## config.mk

```make
export PLATFORM = sky130hd
export DESIGN_NAME = rx_pkt_sched
export DESIGN_NICKNAME = d
export VERILOG_FILES = /design/src/rtl/rx_pkt_sched.sv
export SDC_FILE = /design/constraint.sdc
export NUM_CORES = 1
export LEC_CHECK = 0
export CORE_MARGIN = 1.5
export CORE_UTILIZATION = 40
export CTS_CLUSTER_DIAMETER = 200
export DETAILED_ROUTE_END_ITERATION = 10
export PLACE_DENSITY = 0.61
export SLEW_MARGIN = 20
export SYNTH_ARGS = -nofsm -noshare
export SYNTH_HDL_FRONTEND = slang
export SYNTH_SLANG_ARGS = --single-unit
```

## constraint.sdc

```tcl
create_clock -name rd_clk -period 3 [get_ports rd_clk]
set_input_delay 0.45 -clock rd_clk [delete_from_list [all_inputs] [get_ports rd_clk]]
set_output_delay 0.45 -clock rd_clk [all_outputs]
set_load 0.01 [all_outputs]
```

## src/rtl/rx_pkt_sched.sv

```systemverilog
// Receive-side packet scheduler: drains PKT_WORDS-word packets from the FIFO into the FX2 endpoint.
// Optional stall timeout is compiled in when macro RX_PKT_TMO_EN is defined.
module rx_pkt_sched #(
    parameter int PKT_WORDS  = 256,
    parameter int GAP_CYCLES = 2,
    parameter int TMO_CYCLES = 4096
) (
    input  logic        rd_clk,
    input  logic        reset,
    input  logic        packet_rdy,
    input  logic        usb_rdy,
    input  logic        overflow,
    input  logic        clr_req,
    output logic        RD,
    output logic        clear_status,
    output logic        pkt_done,
    output logic [15:0] pkt_count,
    output logic        ovf_sticky,
    output logic        tmo_flag,
    output logic [1:0]  state
);

    typedef enum logic [1:0] {
        IDLE = 2'd0,
        ARM  = 2'd1,
        READ = 2'd2,
        GAP  = 2'd3
    } state_t;

    localparam logic [8:0] LAST_WORD = 9'(PKT_WORDS - 1);
    localparam logic [3:0] LAST_GAP  = 4'(GAP_CYCLES - 1);

    // Elaborates only when a parameter is outside its supported range.
    if (PKT_WORDS < 2 || PKT_WORDS > 511 || GAP_CYCLES < 1 || GAP_CYCLES > 15 ||
        TMO_CYCLES < 1) begin : g_bad_params
    end

    state_t      state_q, state_d;
    logic        sync1_q, sync1_d;
    logic        sync2_q, sync2_d;
    logic [8:0]  word_cnt_q, word_cnt_d;
    logic [3:0]  gap_cnt_q, gap_cnt_d;
    logic        pkt_done_q, pkt_done_d;
    logic [15:0] pkt_count_q, pkt_count_d;
    logic        ovf_q, ovf_d;
    logic        clr_prev_q, clr_prev_d;
    logic        clear_q, clear_d;
    logic        rd_now;
    logic        timeout;

    always_comb begin
        state_d     = state_q;
        word_cnt_d  = word_cnt_q;
        gap_cnt_d   = gap_cnt_q;
        pkt_done_d  = 1'b0;
        rd_now      = 1'b0;
        sync1_d     = packet_rdy;
        sync2_d     = sync1_q;
        clr_prev_d  = clr_req;
        clear_d     = clr_req & ~clr_prev_q;

        case (state_q)
            IDLE: begin
                if (sync2_q) begin
                    state_d = ARM;
                end
            end
            ARM: begin
                if (usb_rdy) begin
                    state_d    = READ;
                    word_cnt_d = '0;
                end
            end
            READ: begin
                rd_now = usb_rdy;
                if (usb_rdy) begin
                    if (word_cnt_q == LAST_WORD) begin
                        state_d    = GAP;
                        gap_cnt_d  = '0;
                        pkt_done_d = 1'b1;
                    end else begin
                        word_cnt_d = word_cnt_q + 9'd1;
                    end
                end
            end
            GAP: begin
                if (gap_cnt_q == LAST_GAP) begin
                    state_d = IDLE;
                end else begin
                    gap_cnt_d = gap_cnt_q + 4'd1;
                end
            end
            default: state_d = IDLE;
        endcase

        // A stall timeout abandons the packet: straight to GAP, no completion pulse.
        if (timeout) begin
            state_d    = GAP;
            gap_cnt_d  = '0;
            pkt_done_d = 1'b0;
        end

        pkt_count_d = pkt_count_q + {15'd0, pkt_done_d};
        ovf_d       = overflow | (ovf_q & ~clear_q);
    end

    always_ff @(posedge rd_clk) begin
        if (!reset) begin
            state_q     <= IDLE;
            sync1_q     <= 1'b0;
            sync2_q     <= 1'b0;
            word_cnt_q  <= '0;
            gap_cnt_q   <= '0;
            pkt_done_q  <= 1'b0;
            pkt_count_q <= '0;
            ovf_q       <= 1'b0;
            clr_prev_q  <= 1'b0;
            clear_q     <= 1'b0;
        end else begin
            state_q     <= state_d;
            sync1_q     <= sync1_d;
            sync2_q     <= sync2_d;
            word_cnt_q  <= word_cnt_d;
            gap_cnt_q   <= gap_cnt_d;
            pkt_done_q  <= pkt_done_d;
            pkt_count_q <= pkt_count_d;
            ovf_q       <= ovf_d;
            clr_prev_q  <= clr_prev_d;
            clear_q     <= clear_d;
        end
    end

`ifdef RX_PKT_TMO_EN
    localparam int STALL_W = $clog2(TMO_CYCLES + 1);
    localparam logic [STALL_W-1:0] STALL_LAST = STALL_W'(TMO_CYCLES - 1);

    logic [STALL_W-1:0] stall_cnt_q, stall_cnt_d;
    logic               tmo_q, tmo_d;
    logic               stalled;

    // Waiting in ARM counts as a stall too: the endpoint never became ready.
    always_comb begin
        stalled     = ((state_q == ARM) || (state_q == READ)) && !usb_rdy;
        timeout     = stalled && (stall_cnt_q == STALL_LAST);
        stall_cnt_d = (stalled && !timeout) ? stall_cnt_q + 1'b1 : '0;
        tmo_d       = timeout | (tmo_q & ~clear_q);
    end

    always_ff @(posedge rd_clk) begin
        if (!reset) begin
            stall_cnt_q <= '0;
            tmo_q       <= 1'b0;
        end else begin
            stall_cnt_q <= stall_cnt_d;
            tmo_q       <= tmo_d;
        end
    end

    assign tmo_flag = tmo_q;
`else
    assign timeout  = 1'b0;
    assign tmo_flag = 1'b0;
`endif

    assign RD           = rd_now;
    assign clear_status = clear_q;
    assign pkt_done     = pkt_done_q;
    assign pkt_count    = pkt_count_q;
    assign ovf_sticky   = ovf_q;
    assign state        = state_q;

endmodule

```

**Run 1: metal layers overlaid**

Bar = 20 um.
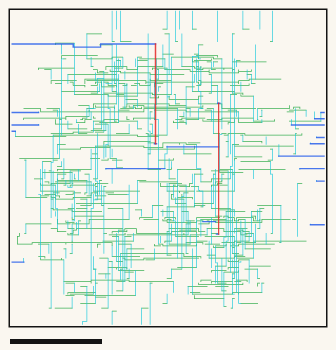
| layer | color | wire length |
|---|---|---|
| metal 3 | blue | 109 um |
| metal 1 | green | 1,710 um |
| metal 2 | cyan | 1,450 um |
| metal 4 | red | 50.3 um |
final WL: 3320 um
gr usage total: 15.8%
detailed-route via count: 1,412
WL/cell: 11.8 um

**Run 1: routing congestion map**

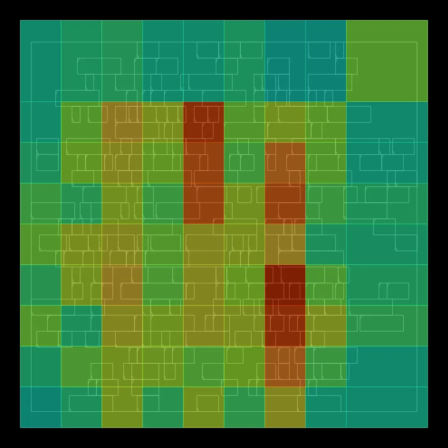
most used routing layer: met2
Final Util: 53.7%

==> flow_metrics.tcl, run 1 <==
# collected from the flow reports
set metrics [dict create \
    crit_cells 11 \
    slowest_stage "dfxtp_1" \
    setup_viol 0 \
    ios 29 \
    slowest_delay_ns 0.38 \
    port_buffers 27 \
    crit_type "reg2reg" \
    synth.avg_cell_area_um2 8.70 \
    drt_first_iter_violations 78 \
    grt_pass1_vias 1166 \
    syn_area_um2 1740 \
    clock_power_share_pct 40.6 \
    p_leak_nw 0.781 \
    wl_met3_um 109 \
    status "complete, no violations" \
    end_kind "flip-flop" \
    powerClk_mw 0.507 \
    viasPerCell 5.01 \
    cts_hold_buf 0 \
    xor_share_pct 7.55 \
    fmax_mhz 379 \
    pwr.group.combinational_mw 0.216 \
    dp_hpwl_um 2370 \
    final_area_um2 2190 \
    cp.arrival_ns 2.82 \
    cts_made_buffers 5 \
]
**Run 1: sequential cells colored by netlist name**

Bar = 20 um. Other sequential cells in the stronger gray, the rest of the logic in the fainter gray.
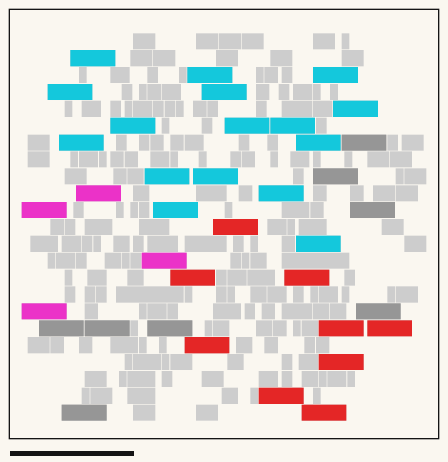
| netlist name | color | placed flops |
|---|---|---|
| gap_cnt_q | magenta | 4 |
| word_cnt_q | red | 9 |
| pkt_count | cyan | 16 |
not colored: 8
register area: 741 um2
seq pwr: 0.525 mW
flop share of the area: 33.8%

==> run 1: layout by cell type, fill, tap and decap left out, drive strengths merged, types with 2 or more instances in the layout <==
cell            n
mux2i           2
clkbuf          5
bufinv          2
xnor2          12
and2b           2
or3b            2
nor4            4
inv            11
nand3           9
a21oi          14
clkdlybuf4s50  27
or3             3
nand4           6
ha             10
o21ai           9
nor3            7
nand2          14
dfxtp          37
buf             3
and2            7
a211oi          2
nor2           22
nor2b           2
or4             2
xor2            3
==> run 1: flip-flops by register name, indices dropped and copies added (netlist names) <==
register / cells
pkt_count: 16
word_cnt_q: 9
state: 2
clear_status: 1
ovf_sticky: 1
pkt_done: 1
clr_prev_q: 1
sync2_q: 1
sync1_q: 1
gap_cnt_q: 4
==> run 1: synthesized netlist by cell type (all sizes together), types with 2 or more instances <==
library cell	count	area, um2
nor4	4	25.0
nor3	7	35.0
and2	7	43.8
buf	3	23.8
a21oi	14	70.1
inv	11	41.3
o21ai	9	45.0
mux2i	2	20.0
nand3	9	45.0
nor2b	2	12.5
xnor2	12	105
a211oi	2	15.0
or3	3	18.8
nand2	14	52.6
or4	2	15.0
nand4	6	37.5
or3b	2	17.5
ha	10	125
and2b	2	16.3
nor2	22	82.6
xor2	3	26.3
clkbuf	3	11.3
dfxtp	37	741
==> run 1: metrics by stage <==
step / worst slack [ns] / util [%]
CTS: 0.352 / 53.7
global route: 0.107 / 53.7
finish: 0.358 / 53.7
global placement: 0.502 / 50.4
floorplan: 0.658 / -
detailed placement: 0.365 / 50.4
==> run 1: cell type report <==
class | count | area, um2
fill | 403 | 1890
multi-input combinational | 146 | 923
sequential | 37 | 741
timing repair buffer | 30 | 293
clock buffer | 5 | 68.8
clock inverter | 3 | 65.1
tap | 50 | 62.6
inverter | 11 | 41.3
**Run 1: a small window of the routed layout**

Bar = 5 um. Window x 24 to 44, y 38 to 58 um. Cells in gray, sequential cells in the stronger gray; small squares are vias.
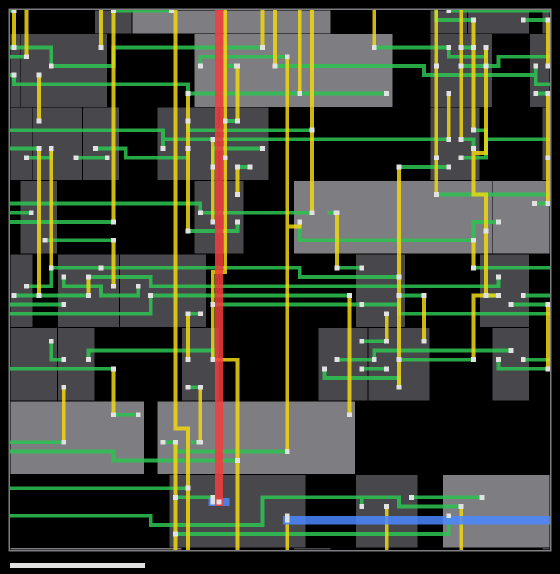

## Run 2: what changed since run 1
Settings changed: CORE_MARGIN 1.5 to 3, GPL_ROUTABILITY_DRIVEN set to 0.
**Run 2: a small window of the routed layout**

Bar = 5 um. Window x 26 to 46, y 40 to 60 um. Cells in gray, sequential cells in the stronger gray; small squares are vias.
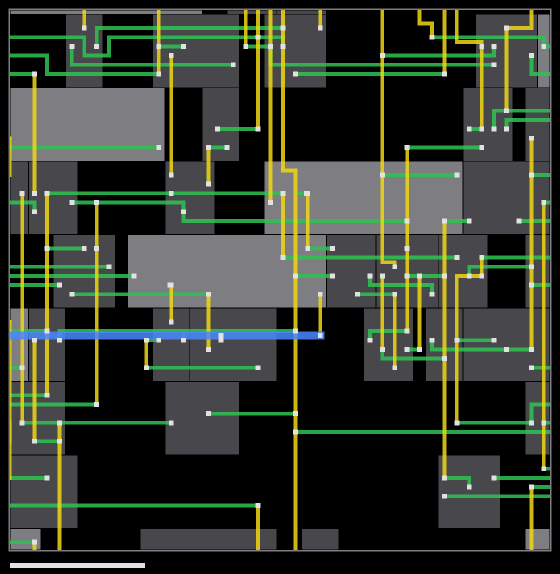
| layer | color |
|---|---|
| metal 1 | green |
| metal 2 | yellow |
| metal 3 | blue |
most frequent: xnor2_1 (4), nor2_1 (3), dfxtp_1 (3)
cells with their middle in the window: 25
sequential cells in the window: 3
netlist names of flops here include: pkt_count (3)

==> run 2 against run 1 <==
Against the previous run: final area down 1.7%; synthesized cell count unchanged; routed wire length up 1.4%; clock power down 35%; setup slack better by 0.042 ns; die size up 8.9%; total power down 14%; non-clock buffer count up 2; sequential power about the same; critical path depth unchanged; hold slack about the same; largest cell class unchanged.
==> flow_metrics.tcl, run 2 <==
# collected from the flow reports
set metrics [dict create \
    status "complete, no violations" \
    end_kind "flip-flop" \
    synth.avg_cell_area_um2 8.70 \
    synth.most_common_cell "dfxtp_1" \
    slowest_stage "dfxtp_1" \
    setup_viol 0 \
    grt_pass1_vias 1249 \
    drt_first_iter_violations 96 \
    grt_util_all_layers_pct 13.7 \
    yosysTopAreaCellShare_pct 42.6 \
    p_leak_nw 0.767 \
    final_cell_mix "dfxtp_1 (37), clkdlybuf4s50_1 (27), nor2_1 (22), nand2_1 (14), a21oi_1 (14)" \
    largest_reg_flops 16 \
    top_cells_by_area "dfxtp_1 (43%), ha_1 (7.2%), xnor2_1 (6.0%), nor2_1 (4.7%), a21oi_1 (4.0%)" \
    cts_made_buffers 5 \
    top_area_cell "dfxtp_1" \
    slowest_delay_ns 0.37 \
    crit_cells 11 \
    cp.arrival_ns 2.78 \
    lay_top_count "dfxtp_1" \
]
==> run 2: final timing paths <==
check | to | slack, ns
worst max-delay path | pkt_count[14] | 0.40
worst min-delay path | clear_status | 0.38
worst max register to register | pkt_count[14] | 0.40
worst min register to register | clear_status | 0.38
==> run 2: cell families after synthesis <==
logic type                 after synthesis  synth area share, %
AOI/OAI and AO/OA                       33                 11.7
xor gates and xnor gates                15                 7.55
adders and majority gates               10                 7.19
buffers and inverters                   17                 4.39
DFF                                     37                 42.6
muxes                                    2                 1.15
other                                    1                0.215
and+or+nand+nor                         85                 25.2
==> run 2: layout make-up <==
class,count,area [um2]
Clock inverter,2,10.0
Sequential cell,37,741
Fill cell,403,1930
Tap cell,50,62.6
Inverter,11,41.3
Clock buffer,6,72.6
Timing Repair Buffer,32,308
Multi-Input combinational cell,146,923
==> run 2: stage by stage <==
step                hold slack, ns  util (%)  power, mW  worst slack [ns]  instances
CTS                          0.384      52.8       1.08             0.365        284
finish                       0.383      52.8       1.07             0.400        284
global placement             0.372      50.8      0.757             0.493        276
detailed placement           0.374      50.8      0.757             0.397        276
global route                 0.394      52.8       1.13             0.136        284
floorplan                    0.367         -      0.689             0.658        200
==> run 2: report_power, final <==
part	switching, mW	internal (mW)
logic	0.116	0.101
registers	0.0175	0.508
clock network	0.167	0.161
total	0.300	0.770
==> run 2: routing by layer <==
metal | vias to the layer above | wire length [um] | GRT usage (%)
met3 | 5 | 136 | 2.91
met1 | 612 | 1790 | 20.2
met4 | 0 | 37 | 5.64
li1 | 754 | - | -
met2 | 34 | 1400 | 19.3
met5 | - | 0 | 0
## Run 3: what changed since run 2
Settings changed: CAP_MARGIN set to 30.
**Run 3: routing congestion map**

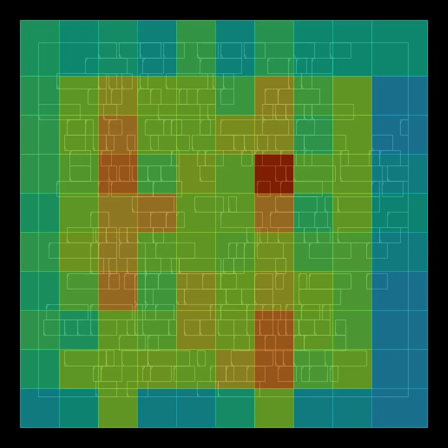
most used routing layer: met1
GR Util met3: 2.91%

==> run 3 against run 2 <==
Against the previous run: hold slack did not move; sequential power about the same; die size did not move; first-iteration DRC count unchanged; sequential share of layout area stayed put; register-to-register slack about the same; area after synthesis unchanged; flip-flop count stayed put; critical path depth unchanged; routed wire length stayed put; combinational power about the same; clock skew unchanged; largest power group unchanged; highest routed layer unchanged.
==> flow_metrics.tcl, run 3 <==
# collected from the flow reports
set metrics [dict create \
    status "complete, no violations" \
    top_cells_by_area "dfxtp_1 (43%), ha_1 (7.2%), xnor2_1 (6.0%), nor2_1 (4.7%), a21oi_1 (4.0%)" \
    cp.arrival_ns 2.78 \
    drcViolationCount 0 \
    drt_first_iter_violations 96 \
    top_area_cell "dfxtp_1" \
    grt_util_all_layers_pct 13.7 \
    top_layer "met4" \
    lay_top_count "dfxtp_1" \
    stdcell_count 284 \
    met2_length_um 1400 \
    synth.avg_cell_area_um2 8.70 \
    synth.most_common_cell "dfxtp_1" \
    slowest_delay_ns 0.37 \
    final_cell_mix "dfxtp_1 (37), clkdlybuf4s50_1 (27), nor2_1 (22), nand2_1 (14), a21oi_1 (14)" \
    grtUsageMet2_pct 19.3 \
    met1_usage_pct 20.2 \
    grt_pass1_vias 1249 \
    end_kind "flip-flop" \
    yosysTopAreaCellShare_pct 42.6 \
    diodes 0 \
    cts_made_buffers 5 \
    setup_viol 0 \
    synth-main-ff-cell "dfxtp_1" \
    slowest_stage "dfxtp_1" \
    largest_reg_flops 16 \
]
[run 3: through the flow]
stage	power, mW	utilization [%]	hold WS [ns]	worst slack [ns]
6_report	1.07	52.8	0.383	0.400
5_1_grt	1.13	52.8	0.394	0.136
4_1_cts	1.08	52.8	0.384	0.365
3_5_place_dp	0.757	50.8	0.374	0.397
3_3_place_gp	0.757	50.8	0.372	0.493
2_1_floorplan	0.689	-	0.367	0.658
[run 3: layout make-up]
type / instances / area [um2]
clock buffer: 6 / 72.6
inverter: 11 / 41.3
fill: 403 / 1930
multi-input combinational: 146 / 923
timing repair buffer: 32 / 308
tap: 50 / 62.6
sequential: 37 / 741
clock inverter: 2 / 10.0
[run 3: worst max-delay path: cells and delay by family (launching register included)]
family / cells / cell delay (ns)
flip-flops: 1 / 0.37
XOR/XNOR: 1 / 0.16
AND/OR/NAND/NOR: 6 / 1.01
adder cells (fa/ha/maj): 4 / 0.95
[run 3: cell families (layout without fill, tap and decap cells)]
group / count (synthesis) / after routing / synth area share, %
compound gates: 33 / 33 / 11.7
xor+xnor: 15 / 15 / 7.55
fa+ha+maj: 10 / 10 / 7.19
buf+inv: 17 / 51 / 4.39
flops: 37 / 37 / 42.6
mux: 2 / 2 / 1.15
other cells: 1 / 1 / 0.215
simple gates: 85 / 85 / 25.2
[run 3: where the power goes]
part / internal (mW) / total (mW) / switching (mW)
clock network: 0.161 / 0.328 / 0.167
logic: 0.101 / 0.217 / 0.116
registers: 0.508 / 0.525 / 0.0175
[run 3: path summary, 6_finish.rpt]
kind / start / to / slack (ns) / cells past startpoint
hold reg to reg: clr_prev_q / clear_status / 0.38 / 1
hold / removal: clr_prev_q / clear_status / 0.38 / 1
setup reg to reg: word_cnt_q[0] / pkt_count[14] / 0.40 / 11
setup / recovery: word_cnt_q[0] / pkt_count[14] / 0.40 / 11
Power is estimated from default activity; no workload was simulated.
